### src/rtl/uart_parity_engine.sv
// uart_parity_engine: serial UART RX data/parity checker; UART_PARITY_ERR_COUNT_EN builds the saturating error counter
module uart_parity_engine #(
  parameter int MAX_DATA_WIDTH = 8,
  parameter int ERR_CNT_WIDTH = 16
) (
  input  logic                                   clk_i,
  input  logic                                   rst_ni,
  input  logic                                   start_i,
  input  logic [$clog2(MAX_DATA_WIDTH+1)-1:0]    data_bits_i,
  input  logic [2:0]                             parity_mode_i,
  input  logic                                   bit_valid_i,
  input  logic                                   bit_i,
  input  logic                                   err_clear_i,
  output logic                                   busy_o,
  output logic                                   frame_valid_o,
  output logic [MAX_DATA_WIDTH-1:0]              data_o,
  output logic                                   parity_error_o,
  output logic [ERR_CNT_WIDTH-1:0]               err_count_o
);
  localparam int DW = $clog2(MAX_DATA_WIDTH + 1);
  localparam int IW = MAX_DATA_WIDTH > 1 ? $clog2(MAX_DATA_WIDTH) : 1;
  typedef enum logic [1:0] {IDLE, DATA, PARITY, DONE} state_t;
  state_t state;
  logic [DW-1:0] nbits, nbits_in, cnt;
  logic [2:0] mode;
  logic [MAX_DATA_WIDTH-1:0] shreg;
  logic run_xor, rx_par, has_par, exp_par, perr;
  always_comb begin
    nbits_in = (data_bits_i == '0 || int'(data_bits_i) > MAX_DATA_WIDTH) ? DW'(MAX_DATA_WIDTH) : data_bits_i;
    has_par = (mode != 3'd0) && (mode < 3'd5);
    exp_par = mode == 3'd1 ? run_xor : mode == 3'd2 ? ~run_xor : mode == 3'd3;
    perr = has_par && (rx_par != exp_par);
  end
  assign busy_o = state != IDLE;
  always_ff @(posedge clk_i) begin
    if (!rst_ni) begin
      state <= IDLE;
      nbits <= '0;
      cnt <= '0;
      mode <= '0;
      shreg <= '0;
      run_xor <= 1'b0;
      rx_par <= 1'b0;
      frame_valid_o <= 1'b0;
      data_o <= '0;
      parity_error_o <= 1'b0;
    end else begin
      frame_valid_o <= 1'b0;
      if (state == DONE) begin
        frame_valid_o <= 1'b1;
        data_o <= shreg;
        parity_error_o <= perr;
      end
      // start wins in every state: aborts DATA/PARITY, follows DONE straight into DATA
      if (start_i) begin
        state <= DATA;
        nbits <= nbits_in;
        mode <= parity_mode_i;
        cnt <= '0;
        shreg <= '0;
        run_xor <= 1'b0;
        rx_par <= 1'b0;
      end else begin
        case (state)
          DATA: if (bit_valid_i) begin
            shreg[cnt[IW-1:0]] <= bit_i;
            run_xor <= run_xor ^ bit_i;
            cnt <= cnt + DW'(1);
            if (cnt == nbits - DW'(1)) state <= has_par ? PARITY : DONE;
          end
          PARITY: if (bit_valid_i) begin
            rx_par <= bit_i;
            state <= DONE;
          end
          DONE: state <= IDLE;
          default: state <= IDLE;
        endcase
      end
    end
  end
`ifdef UART_PARITY_ERR_COUNT_EN
  logic [ERR_CNT_WIDTH-1:0] err_cnt;
  always_ff @(posedge clk_i) begin
    if (!rst_ni || err_clear_i) err_cnt <= '0;
    else if (state == DONE && perr && !(&err_cnt)) err_cnt <= err_cnt + ERR_CNT_WIDTH'(1);
  end
  assign err_count_o = err_cnt;
`else
  logic unused_err_clear;
  assign unused_err_clear = err_clear_i;
  assign err_count_o = '0;
`endif
endmodule

### config.mk
export PLATFORM = sky130hd
export DESIGN_NAME = uart_parity_engine
export DESIGN_NICKNAME = d
export VERILOG_FILES = /design/src/rtl/uart_parity_engine.sv
export SDC_FILE = /design/constraint.sdc
export NUM_CORES = 1
export LEC_CHECK = 0
export CAP_MARGIN = 20
export CORE_AREA = 8 8 79 81
export CTS_CLUSTER_DIAMETER = 150
export DETAILED_ROUTE_END_ITERATION = 10
export DIE_AREA = 0 0 87 89
export PLACE_DENSITY = 0.59
export SYNTH_ARGS = -nofsm -noshare
export SYNTH_HDL_FRONTEND = slang
export SYNTH_SLANG_ARGS = --single-unit
export TNS_END_PERCENT = 5
### constraint.sdc
create_clock -name clk_i -period 2.1 [get_ports clk_i]
set_input_delay 0.315 -clock clk_i [delete_from_list [all_inputs] [get_ports clk_i]]
set_output_delay 0.315 -clock clk_i [all_outputs]
set_load 0.02 [all_outputs]
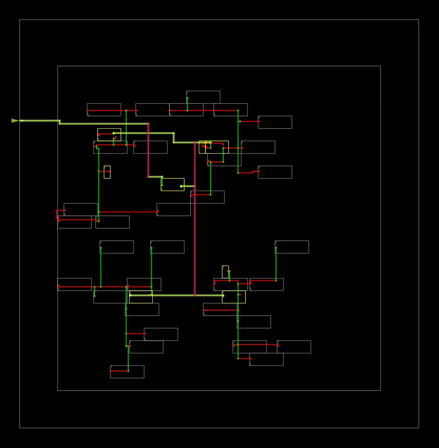
*Clock wiring as the flow saved it, run 1*
clock buffers: 8
worst-skew pair later-pin latency: 0.28 ns
Flops: 33

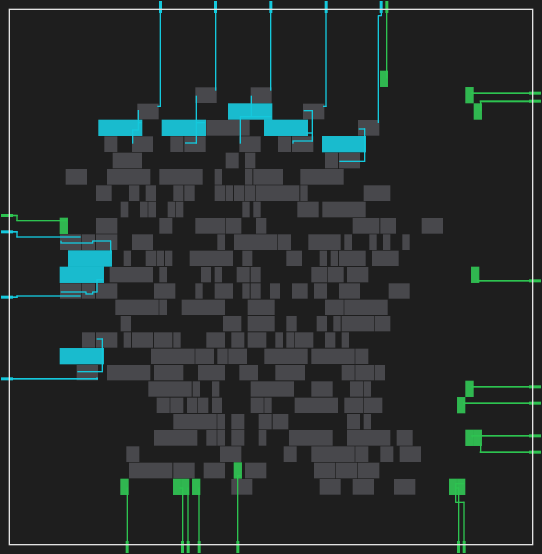
*I/O nets highlighted, run 1*
Drawn at 6 px/um.
cyan -> data_o  # bits 8, direction output, end cells 8, wire 199 um
green -> err_count_o  # bits 16, direction output, end cells 16, wire 159 um
Top Ports: 40
I/O Buffers: 22

==> run summary, run 1 <==
impl run done, here's what came out: Design Area, Final=between 2000 and 2500 um^2, Critical R2R Launch=nbits[0], met1 WL=roughly 1500 um, mux share=under 10%, Fin Setup TNS=0 ns, CP Class=reg2out, ys flop type=dfxtp_1, Tapcells=roughly 70, crit path to=busy_o, top cells, area=dfxtp_1 39%, mux2i_1 8.3%, buf_4 7.1%, nor2b_1 4.8%, ha_1 4.5%, endpoints failing setup=0, slowest stage delay, CP=about 0.59 ns, GP Congestion=about 0.79, initial antenna violation count=0, Die W=between 80 and 90 um, final worst setup slack=0.211 ns, area of placed instances=slightly below 2000 um^2, Crit Path Max Fanout=4, top cells by count, synth=33 x dfxtp_1, 16 x buf_4, 15 x nand2_1, 15 x nor2_1, 14 x mux2i_1, number of enable flip-flop cells=0, Logic area=891 um^2, Hold Path Class=reg2reg, Post-Synth AOI/OAI Area=around 9.8%, layout filler cell count=roughly 520, WP buf/inv=3, Top cells excl fill/tap=33 x dfxtp_1, 22 x clkdlybuf4s50_1, 16 x conb_1, 15 x nor2_1, 15 x nand2_1, DP HPWL=about 2400 um, CTS clock-pin slew for the worst setup and hold paths=0.06 ns, final routed DRC violation total=0, M1 GR Usage=10.3%, CTS H-Tree Depth=2, chip area=roughly 7700 um^2, Top logic family=simple AND/OR/NAND/NOR gates, Mapped Cells=about 190, GR peak layer=met2, slowest cell on the critical path=clkdlybuf4s50_1, CP Depth=4, status=completed, Top Layer Used=met4, yosys xor share=under 10%, kind of end point of the critical path=output port, Final Hold Fails=0, Comb gates=between 100 and 150, drt pass-1 iters=4, R2R Path End=state[1], CTS sink count=33, Comb power frac=between 10% and 20%, final WL=3220 um, Reg2Reg Depth=7, clock skew=0.00235 ns, hold path depth=2, RSZ-0062 raised after global routing=no, dpl ws=0.288 ns, DR iter-0 viols=53, CTS Buf Count=5, Power, Total=between 1 and 1.5 mW, yosys stat chip area=about 1700 um^2, crit path DRT=between 1.5 and 2 ns, Remaining Overflow, GRT=0, startpoint type of the worst setup path=flip-flop, Hold EP=shreg[4], post-cts resize count=0, diodes inserted=0, Reg power frac=about half, DR WL met2=1510 um, Synth Register Bits=33, post-synth top area share=about two fifths, post-synthesis cell type count=34, routed wl met3=189 um, core area=between 4000 and 5000 um^2, Worst setup startpoint=state[0], synthesized area=between 1500 and 2000 um^2, # placed instances=~280, Pwr top=registers, Final ANT Viol Nets=0, Die Ht=slightly below 90 um, GR Util met3=under 10%, Static Leak=roughly 0.75 nW, clock power share=35.5%, most frequent logic cell in the layout=dfxtp_1, Hold Path Origin=shreg[4], Logic power comb=156 uW, met2 GRT Util=roughly 14%, CP Data Arrival Time=between 1.5 and 2 ns, fraction of registers with async set/reset=0%, clock tree root buffer cell=clkbuf_8, Simple-Gate Area Share=approximately a fifth, max-cap viol count=0, FP Rows=26, post-CTS setup buffers=0, Synth top cell by count=dfxtp_1, reg2reg setup slack=~0.40 ns, pwr dens=about 600 nW/um^2, register area=between 600 and 700 um^2, sequential cell area share=roughly 33%, TritonCTS clock tree=yes, fin nets=235, yosys adder share=under 10%, most used cell, CP=inv_1, register share after synthesis=approximately two fifths, Highest Clock Rate=approximately 530 MHz, first-pass GRT wire length=5400 um, clk buf depth=2, layout buffer count excluding clock buffers=29, Non-Filler Instances=about 290, NonClk Buf Share=between 10% and 20%, drt via density=4.29, worst-path cell chain=inv_1 -> ha_1 -> inv_1 -> clkdlybuf4s50_1, syn avg cell area=between 8 and 9 um^2, period utilization=between 80% and 90%, CP top delay family=buffers and inverters, stage-log warning count=30, Slew Limit Fails=0, Yosys warning total=0, dominant cell type by area after synthesis=dfxtp_1, registers with the most flip-flops=data_o (8), shreg (8), Largest cell class=multi-input combinational cells, Seq. pwr=approximately 650 uW, share of layout cells above drive strength 1=7.83%, Peak VDD IR=0.000368 V, Psw=around 310 uW, final worst path period need=around 1.9 ns
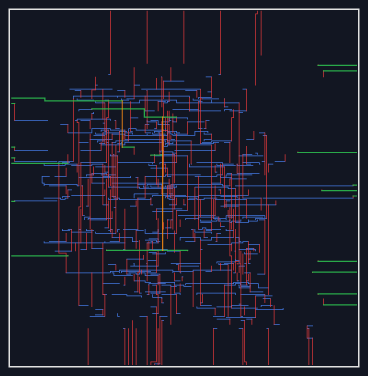
*Wiring by layer, run 1*
Drawn at 4 px/um.
blue -> met1  # wire length 1480 um
orange -> met4  # wire length 44.9 um
red -> met2  # wire length 1510 um
green -> met3  # wire length 189 um
Tot GR Track Use: 8.84%
vias: 1232

==> run 2, diff against run 1 <==
- MAX_ROUTING_LAYER: unset -> met4
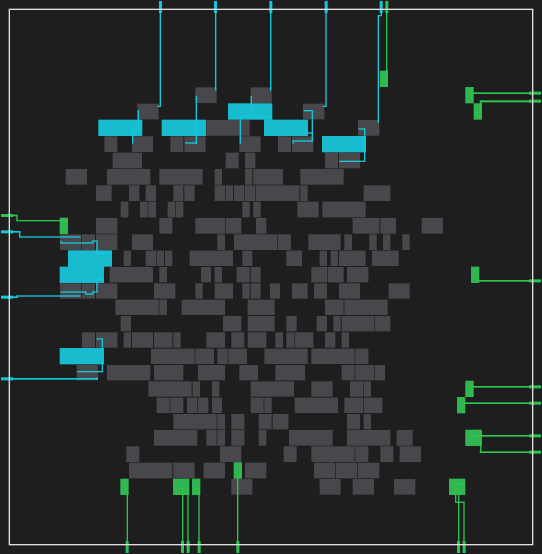
*I/O nets highlighted, run 2*
Drawn at 6 px/um.

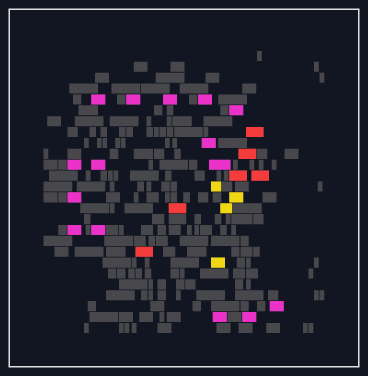
*Selected gate families, run 2*
Drawn at 4 px/um.
magenta -> multiplexers  # cells 15
red -> adder and majority cells  # cells 6
yellow -> AND-OR and OR-AND gates  # cells 4, where centre

==> run summary, run 2 <==
impl run done, here's what came out: Hold Path Origin=shreg[4], Top Ports=approximately 40, first-pass GRT wire length=between 5000 and 6000 um, met1 WL=approximately 1500 um, Logic area=about 890 um^2, top cells, area=dfxtp_1 39%, mux2i_1 8.3%, buf_4 7.1%, nor2b_1 4.8%, ha_1 4.5%, Reg2Reg Depth=7, Die Ht=89 um, syn avg cell area=just under 9 um^2, clock buffers=8, share of layout cells above drive strength 1=under 10%, period utilization=between 80 and 90%, clock tree root buffer cell=clkbuf_8, CP top delay family=buffers and inverters, NonClk Buf Share=13.5%, clock power share=35.5%, synthesized area=~1700 um^2, Synth top cell by count=dfxtp_1, Die W=just under 90 um, Static Leak=~0.75 nW, # placed instances=around 280, RSZ-0062 raised after global routing=no, Pwr top=registers, GR Util met3=3.13%, post-cts resize count=0, Worst setup startpoint=state[0], register area=around 660 um^2, worst-skew pair later-pin latency=between 0.2 and 0.3 ns, Seq. pwr=roughly 650 uW, mux share=under 10%, Logic power comb=156 uW, slowest cell on the critical path=clkdlybuf4s50_1, chip area=7740 um^2, top cells by count, synth=33 x dfxtp_1, 16 x buf_4, 15 x nand2_1, 15 x nor2_1, 14 x mux2i_1, Hold Path Class=reg2reg, Comb gates=about 140, sequential cell area share=about a third, CTS sink count=33, layout buffer count excluding clock buffers=29, status=completed, yosys stat chip area=~1700 um^2, kind of end point of the critical path=output port, CTS H-Tree Depth=2, Top cells excl fill/tap=33 x dfxtp_1, 22 x clkdlybuf4s50_1, 16 x conb_1, 15 x nor2_1, 15 x nand2_1, register share after synthesis=39.3%, final WL=3220 um, TritonCTS clock tree=yes, CTS Buf Count=5, initial antenna violation count=0, most used cell, CP=inv_1, Tot GR Track Use=under 10%, R2R Path End=state[1], Tapcells=around 70, Top logic family=simple AND/OR/NAND/NOR gates, Fin Setup TNS=0 ns, diodes inserted=0, pwr dens=a little over 600 nW/um^2, I/O Buffers=22, CP Class=reg2out, Peak VDD IR=~0.00037 V, crit path DRT=1.78 ns, number of enable flip-flop cells=0, Remaining Overflow, GRT=0, startpoint type of the worst setup path=flip-flop, Psw=between 300 and 400 uW, Synth Register Bits=33, DP HPWL=~2400 um, core area=between 4000 and 5000 um^2, CTS clock-pin slew for the worst setup and hold paths=0.06 ns, Highest Clock Rate=529 MHz, Non-Filler Instances=287, slowest stage delay, CP=around 0.59 ns, CP Data Arrival Time=~1.6 ns, clk buf depth=2, fraction of registers with async set/reset=0%, ys flop type=dfxtp_1, DR WL met2=between 1500 and 2000 um, dpl ws=around 0.29 ns, layout filler cell count=between 500 and 600, Design Area, Final=~2000 um^2, yosys xor share=about 5.2%, DR iter-0 viols=approximately 62, GP Congestion=about 0.80
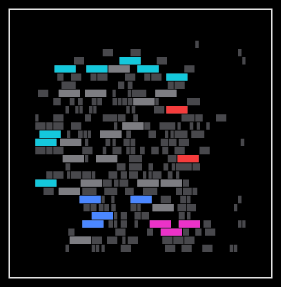
*Sequential cells coloured by netlist name, run 2*
Drawn at 3 px/um. Other sequential cells in the stronger grey, the rest of the logic in the fainter grey.
blue -> nbits  # sequential cells 4
cyan -> data_o  # sequential cells 8
red -> state  # sequential cells 2
magenta -> mode  # sequential cells 3
not coloured = 16

==> run 3, diff against run 2 <==
- SLEW_MARGIN: unset -> 20
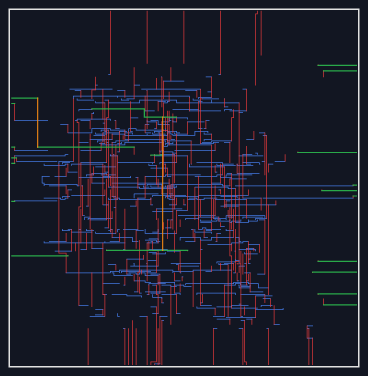
*Wiring by layer, run 3*
Drawn at 4 px/um.
red -> met2  # wire length 1500 um
green -> met3  # wire length 176 um
blue -> met1  # wire length 1500 um
orange -> met4  # wire length 45.6 um

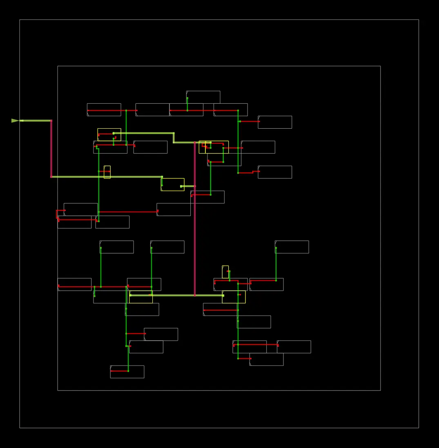
*Clock wiring as the flow saved it, run 3*
CTS sink count: 33
clock skew: 0.00224 ns

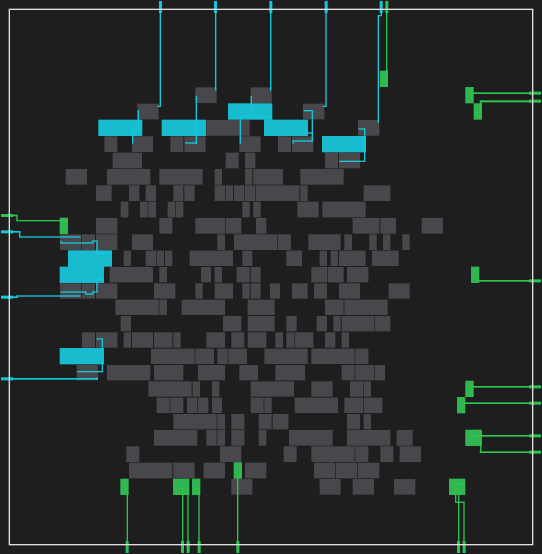
*I/O nets highlighted, run 3*
Drawn at 6 px/um.
cyan -> data_o  # bits 8, direction output, end cells 8, wire 199 um
green -> err_count_o  # bits 16, direction output, end cells 16, wire 159 um

==> run summary, run 3 <==
impl run done, here's what came out: sequential cell area share=32.7%, Top logic family=simple AND/OR/NAND/NOR gates, top cells, area=dfxtp_1 39%, mux2i_1 8.3%, buf_4 7.1%, nor2b_1 4.8%, ha_1 4.5%, clock tree root buffer cell=clkbuf_8, R2R Path End=state[1], drt pass-1 iters=4, reg2reg setup slack=approximately 0.4 ns, GP Congestion=0.800, FP Rows=26, CP Depth=4, post-cts resize count=0, Synth Register Bits=33, CP top delay family=buffers and inverters, most frequent logic cell in the layout=dfxtp_1, max-cap viol count=0, Non-Filler Instances=~290, crit path to=busy_o, Tot GR Track Use=9.09%, vias=between 1000 and 1500, yosys stat chip area=around 1700 um^2, Mapped Cells=about 190, Hold EP=shreg[4], clock buffers=8, number of enable flip-flop cells=0, clk buf depth=2, Simple-Gate Area Share=between 20% and 30%, Top Layer Used=met4, Flops=33, dominant cell type by area after synthesis=dfxtp_1, routed wl met3=roughly 180 um, Critical R2R Launch=nbits[0], status=completed, Logic area=~900 um^2, mux share=between 9 and 10%, dpl ws=0.288 ns, Yosys warning total=0, synthesized area=1680 um^2, most used cell, CP=inv_1, CTS clock-pin slew for the worst setup and hold paths=around 0.06 ns, top cells by count, synth=33 x dfxtp_1, 16 x buf_4, 15 x nand2_1, 15 x nor2_1, 14 x mux2i_1, Slew Limit Fails=0, M1 GR Usage=between 10% and 20%, Hold Path Class=reg2reg, pwr dens=between 600 and 700 nW/um^2, yosys adder share=under 10%, area of placed instances=1940 um^2, worst-path cell chain=inv_1 -> ha_1 -> inv_1 -> clkdlybuf4s50_1, initial antenna violation count=0, Comb power frac=between 10% and 20%, worst-skew pair later-pin latency=roughly 0.28 ns, syn avg cell area=approximately 8.8 um^2, Logic power comb=around 160 uW, Die W=87 um, Hold Path Origin=shreg[4], I/O Buffers=22, final worst setup slack=about 0.21 ns, DR iter-0 viols=62, GR peak layer=met2, yosys xor share=5.20%, CTS H-Tree Depth=2, registers with the most flip-flops=data_o (8), shreg (8), final routed DRC violation total=0, Seq. pwr=approximately 650 uW, Largest cell class=multi-input combinational cells, GR Util met3=under 10%, fraction of registers with async set/reset=0%, Reg2Reg Depth=7, startpoint type of the worst setup path=flip-flop, register area=between 600 and 700 um^2, # placed instances=~280, Crit Path Max Fanout=4
Power figures rest on the tool's default switching activity, not on a simulated workload.
